**src/rtl/src_ctrl_pkg.sv**
```systemverilog
// Shared definitions for the Mini-SRC hardwired control sequencer: state
// encoding, IR field layout, opcode values and alu_ctrl bit positions.
package src_ctrl_pkg;

  localparam int unsigned IrW   = 32;
  localparam int unsigned OPW   = 5;   // opcode field IR[31:27]
  localparam int unsigned REGW  = 4;   // Ra, Rb, Rc fields below the opcode
  localparam int unsigned OpLsb = IrW - OPW;
  localparam int unsigned AluW  = 10;

  typedef enum logic [2:0] {
    StRst  = 3'd0,
    StT0   = 3'd1,
    StT1   = 3'd2,
    StT2   = 3'd3,
    StT3   = 3'd4,
    StT4   = 3'd5,
    StT5   = 3'd6,
    StHalt = 3'd7
  } state_e;

  localparam logic [OPW-1:0] OpAdd  = 5'b00011;
  localparam logic [OPW-1:0] OpSub  = 5'b00100;
  localparam logic [OPW-1:0] OpAnd  = 5'b00101;
  localparam logic [OPW-1:0] OpOr   = 5'b00110;
  localparam logic [OPW-1:0] OpShr  = 5'b00111;
  localparam logic [OPW-1:0] OpShl  = 5'b01000;
  localparam logic [OPW-1:0] OpRor  = 5'b01001;
  localparam logic [OPW-1:0] OpRol  = 5'b01010;
  localparam logic [OPW-1:0] OpNeg  = 5'b10000;
  localparam logic [OPW-1:0] OpNot  = 5'b10001;
  localparam logic [OPW-1:0] OpNop  = 5'b11010;
  localparam logic [OPW-1:0] OpHalt = 5'b11011;

  localparam int unsigned AluAdd = 0;
  localparam int unsigned AluSub = 1;
  localparam int unsigned AluAnd = 2;
  localparam int unsigned AluOr  = 3;
  localparam int unsigned AluShr = 4;
  localparam int unsigned AluShl = 5;
  localparam int unsigned AluRor = 6;
  localparam int unsigned AluRol = 7;
  localparam int unsigned AluNeg = 8;
  localparam int unsigned AluNot = 9;

endpackage

```
**src/rtl/opcode_decoder.sv**
```systemverilog
// Combinational opcode decoder.
//   opcode_i     : IR opcode field
//   alu_ctrl_o   : one-hot ALU function select, zero for non-ALU opcodes
//   is_alu_o     : opcode is one of the ten ALU operations
//   is_unary_o   : neg/not (single source operand taken from Rb)
//   is_nop_o     : nop
//   is_halt_o    : halt
//   is_illegal_o : opcode not in the instruction set
module opcode_decoder
  import src_ctrl_pkg::*;
(
  input  logic [OPW-1:0]  opcode_i,
  output logic [AluW-1:0] alu_ctrl_o,
  output logic            is_alu_o,
  output logic            is_unary_o,
  output logic            is_nop_o,
  output logic            is_halt_o,
  output logic            is_illegal_o
);

  always_comb begin
    alu_ctrl_o   = '0;
    is_unary_o   = 1'b0;
    is_nop_o     = 1'b0;
    is_halt_o    = 1'b0;
    is_illegal_o = 1'b0;
    unique case (opcode_i)
      OpAdd:   alu_ctrl_o[AluAdd] = 1'b1;
      OpSub:   alu_ctrl_o[AluSub] = 1'b1;
      OpAnd:   alu_ctrl_o[AluAnd] = 1'b1;
      OpOr:    alu_ctrl_o[AluOr]  = 1'b1;
      OpShr:   alu_ctrl_o[AluShr] = 1'b1;
      OpShl:   alu_ctrl_o[AluShl] = 1'b1;
      OpRor:   alu_ctrl_o[AluRor] = 1'b1;
      OpRol:   alu_ctrl_o[AluRol] = 1'b1;
      OpNeg: begin
        alu_ctrl_o[AluNeg] = 1'b1;
        is_unary_o         = 1'b1;
      end
      OpNot: begin
        alu_ctrl_o[AluNot] = 1'b1;
        is_unary_o         = 1'b1;
      end
      OpNop:   is_nop_o     = 1'b1;
      OpHalt:  is_halt_o    = 1'b1;
      default: is_illegal_o = 1'b1;
    endcase
  end

  assign is_alu_o = |alu_ctrl_o;

endmodule

```
**src/rtl/control_sequencer.sv**
```systemverilog
// Hardwired control unit for the Mini-SRC datapath. Fetches (T0-T2) and
// executes register-register ALU instructions (T3-T5), with memory wait in T1
// and a sticky HALT state left only through clear.
//   clock, clear            : clock and asynchronous active-high reset
//   ir                      : datapath IR contents (decoded in T3-T5)
//   mem_ready, stop         : memory read done (T1), halt request (T0)
//   PCout..Rout             : Moore bus/register/memory strobes
//   alu_ctrl                : one-hot ALU function, only in T4
//   run, illegal_op         : sequencing flag, registered bad-opcode pulse
module control_sequencer
  import src_ctrl_pkg::*;
(
  input  logic            clock,
  input  logic            clear,
  input  logic [IrW-1:0]  ir,
  input  logic            mem_ready,
  input  logic            stop,
  output logic            PCout,
  output logic            Zlowout,
  output logic            MDRout,
  output logic            MARin,
  output logic            PCin,
  output logic            MDRin,
  output logic            IRin,
  output logic            Yin,
  output logic            Zin,
  output logic            IncPC,
  output logic            Read,
  output logic            Gra,
  output logic            Grb,
  output logic            Grc,
  output logic            Rin,
  output logic            Rout,
  output logic [AluW-1:0] alu_ctrl,
  output logic            run,
  output logic            illegal_op
);

  state_e          state_q, state_d;
  logic            illegal_op_q, illegal_op_d;
  logic [AluW-1:0] dec_alu;
  logic            dec_is_alu, dec_is_unary, dec_is_nop, dec_is_halt, dec_is_illegal;

  // Register fields are consumed by the datapath's select/encode logic via Gra/Grb/Grc.
  logic unused_ir;
  assign unused_ir = ^{ir[OpLsb-1 -: 3*REGW], ir[OpLsb-3*REGW-1:0], dec_is_nop};

  opcode_decoder u_opcode_decoder (
    .opcode_i     (ir[IrW-1:OpLsb]),
    .alu_ctrl_o   (dec_alu),
    .is_alu_o     (dec_is_alu),
    .is_unary_o   (dec_is_unary),
    .is_nop_o     (dec_is_nop),
    .is_halt_o    (dec_is_halt),
    .is_illegal_o (dec_is_illegal)
  );

  always_ff @(posedge clock or posedge clear) begin
    if (clear) begin
      state_q      <= StRst;
      illegal_op_q <= 1'b0;
    end else begin
      state_q      <= state_d;
      illegal_op_q <= illegal_op_d;
    end
  end

  // The opcode is judged in T3: IR only holds the new instruction after the T2 edge.
  assign illegal_op_d = (state_q == StT3) && dec_is_illegal;
  assign illegal_op   = illegal_op_q;

  always_comb begin
    state_d  = state_q;
    PCout    = 1'b0;
    Zlowout  = 1'b0;
    MDRout   = 1'b0;
    MARin    = 1'b0;
    PCin     = 1'b0;
    MDRin    = 1'b0;
    IRin     = 1'b0;
    Yin      = 1'b0;
    Zin      = 1'b0;
    IncPC    = 1'b0;
    Read     = 1'b0;
    Gra      = 1'b0;
    Grb      = 1'b0;
    Grc      = 1'b0;
    Rin      = 1'b0;
    Rout     = 1'b0;
    alu_ctrl = '0;
    run      = 1'b1;
    unique case (state_q)
      StRst: begin
        run     = 1'b0;
        state_d = StT0;
      end
      StT0: begin
        PCout   = 1'b1;
        MARin   = 1'b1;
        IncPC   = 1'b1;
        Zin     = 1'b1;
        state_d = stop ? StHalt : StT1;
      end
      StT1: begin
        // Held through wait cycles; reloading PC from the same Z is harmless.
        Zlowout = 1'b1;
        PCin    = 1'b1;
        Read    = 1'b1;
        MDRin   = 1'b1;
        state_d = mem_ready ? StT2 : StT1;
      end
      StT2: begin
        MDRout  = 1'b1;
        IRin    = 1'b1;
        state_d = StT3;
      end
      StT3: begin
        if (dec_is_alu) begin
          Grb     = 1'b1;
          Rout    = 1'b1;
          Yin     = 1'b1;
          state_d = StT4;
        end else if (dec_is_halt) begin
          state_d = StHalt;
        end else begin
          state_d = StT0;
        end
      end
      StT4: begin
        Grb      = dec_is_unary;
        Grc      = ~dec_is_unary;
        Rout     = 1'b1;
        Zin      = 1'b1;
        alu_ctrl = dec_alu;
        state_d  = StT5;
      end
      StT5: begin
        Zlowout = 1'b1;
        Gra     = 1'b1;
        Rin     = 1'b1;
        state_d = StT0;
      end
      StHalt: begin
        run     = 1'b0;
        state_d = StHalt;
      end
    endcase
  end

endmodule

```
**config.mk**
```make
export PLATFORM = sky130hd
export DESIGN_NAME = control_sequencer
export DESIGN_NICKNAME = d
export VERILOG_FILES = /design/src/rtl/src_ctrl_pkg.sv /design/src/rtl/opcode_decoder.sv /design/src/rtl/control_sequencer.sv
export SDC_FILE = /design/constraint.sdc
export NUM_CORES = 1
export LEC_CHECK = 0
export CAP_MARGIN = 30
export CELL_PAD_IN_SITES_DETAIL_PLACEMENT = 0
export CELL_PAD_IN_SITES_GLOBAL_PLACEMENT = 1
export CORE_MARGIN = 4
export CORE_UTILIZATION = 16
export CTS_BUF_LIST = sky130_fd_sc_hd__clkbuf_4
export DETAILED_ROUTE_END_ITERATION = 8
export PLACE_DENSITY_LB_ADDON = 0.1
export SYNTH_ARGS = -nofsm -noshare
export SYNTH_HDL_FRONTEND = slang
export SYNTH_SLANG_ARGS = --single-unit
```
**constraint.sdc**
```tcl
create_clock -name clock -period 5 [get_ports clock]
set_input_delay 1.5 -clock clock [delete_from_list [all_inputs] [get_ports clock]]
set_output_delay 1.5 -clock clock [all_outputs]
set_load 0.02 [all_outputs]
```
Fig. 1: cell placement
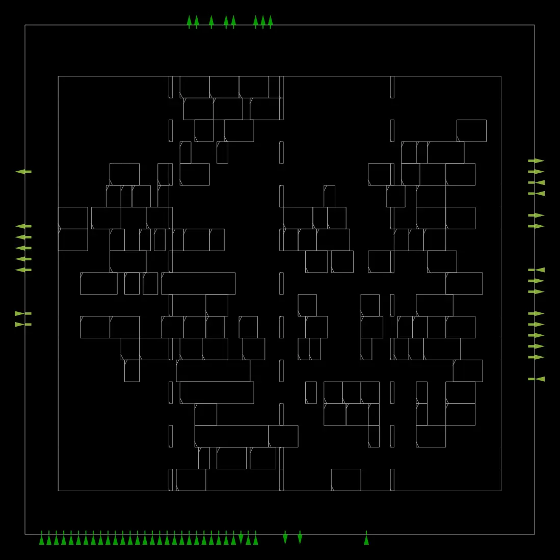
number of standard cells in the final layout excluding fillers: 140
sequential cell count: 4

Fig. 2: cell density map
Drawn at 6 px/um. 6 x 6 tiles, from dark blue (low) to red (high), 0 to 100% covered.
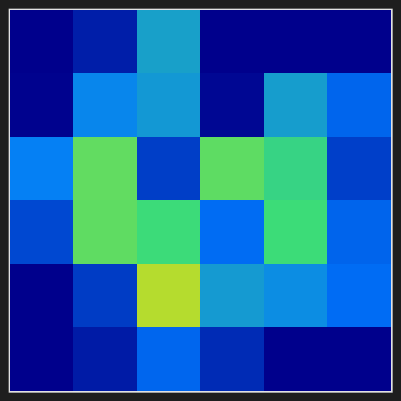
The densest ninth of the die: west. The emptiest ninth of the die: south-west. 28% of the tiles are nearly empty. The fullest tile reaches 66%. The mean over all tiles is 22%.
standard cell core area: 2850 um^2
share of the core filled with cells: 32.1%
Init Core Util: 17.3%

Fig. 3: placed cells, one color a class
Drawn at 6 px/um.
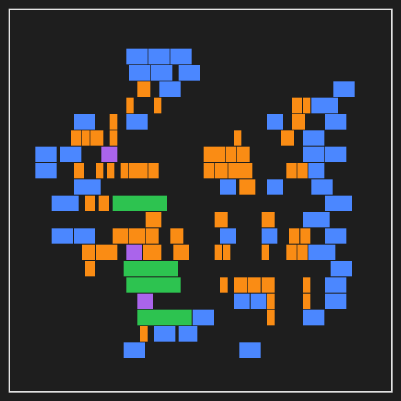
Key: clock-net drivers = purple [cells 3]; registers = green [cells 4]; remaining buffers and delay cells = blue [cells 44]; remaining logic cells = orange [cells 58]

Fig. 4: I/O nets highlighted
Drawn at 4 px/um.
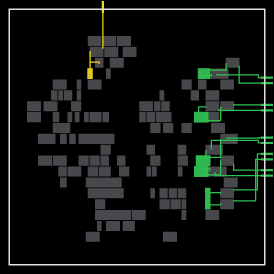
Key: alu_ctrl = green [bits 10, direction output, edge east, end cells 10, wire 173 um]; Zlowout = yellow [bits 1, direction output, edge north, end cells 1, wire 17.0 um]

==> notes.org <==
* Flow results

** Run status
- The run finished with clean final reports.

** Logic synthesis
- Proportion of synthesized chip area in sequential cells :: 20.3%
- At floorplan, the net count of the design was reported as 109.
- Biggest area consumer among synthesized cells :: sky130_fd_sc_hd__dfrtp_1
- The netlist uses 28 different library cells.
- The main area contributors are sky130_fd_sc_hd__dfrtp_1, sky130_fd_sc_hd__nor3_1, sky130_fd_sc_hd__buf_4.
- In this run, synthesis inferred 0 flip-flops with an integrated enable.
- Multiplexer share :: 0%

** Hold path
- In this run the most critical hold path is launched from state_q[0]$_DFF_PP0_.
- Checking hold timing, the worst path is listed with class reg -> reg.
- Cell depth of the worst min-delay path :: 1

** Pwr
- In this run, flip-flops and latches consume 20.4% of the power.
- Share of total power in the clock network :: 9.6%
- The power report lists the sequential group at 0.0860 mW.

** Timing
- Final Max-Slew Violation Tally :: 0
- Part of the cycle the worst path needs :: 97.8%
- Worst slew margin :: 70.4%
- Number of failing setup endpoints in the final timing report :: 0

** Place
- Worst slack, placed :: -123 ps

** Route
- The routed layout has 634 vias.
- Detail Route Antenna Nets :: 0
- Routed wl met3 :: 165 um
- Signal routing reaches up to met4.

** Final layout
- Count of inverters not on the clock network in the layout :: 5
- Post-route standard cell area excluding fillers :: 916 um^2
- Combined flip-flop and latch cell area :: 100 um^2
- Max-area cell class :: buffers
- Per the cell usage report, the commonest logic cells after layout are sky130_fd_sc_hd__clkdlybuf4s50_1, sky130_fd_sc_hd__nor3_1, sky130_fd_sc_hd__nor2_1.
- Fill cells :: 332
- In the finished layout, the clock tree contains a buffer count of 3.

** Clock tree
- CTS added clock buffers totalling 3.
- TritonCTS built the clock tree.
- The post-CTS hold buffer count recorded in the log is 0.

** Floorplanning
- Chip Height :: 63.5 um
- I/O pin count :: 64
- X dimension of the die :: 63.5 um

** Critical path
- The OpenROAD report gives the critical path a data arrival time of 3390 ps.
- Most Frequent Cell on Critical Path :: sky130_fd_sc_hd__clkdlybuf4s50_1
- The report shows a maximum critical-path fanout of 5.
- Critical Path Slowest Stage Cell :: sky130_fd_sc_hd__clkdlybuf4s50_1

** GRT
- In the global route stage, met1 resource usage came out at 10.8%.
Power is estimated from default activity; no workload was simulated.
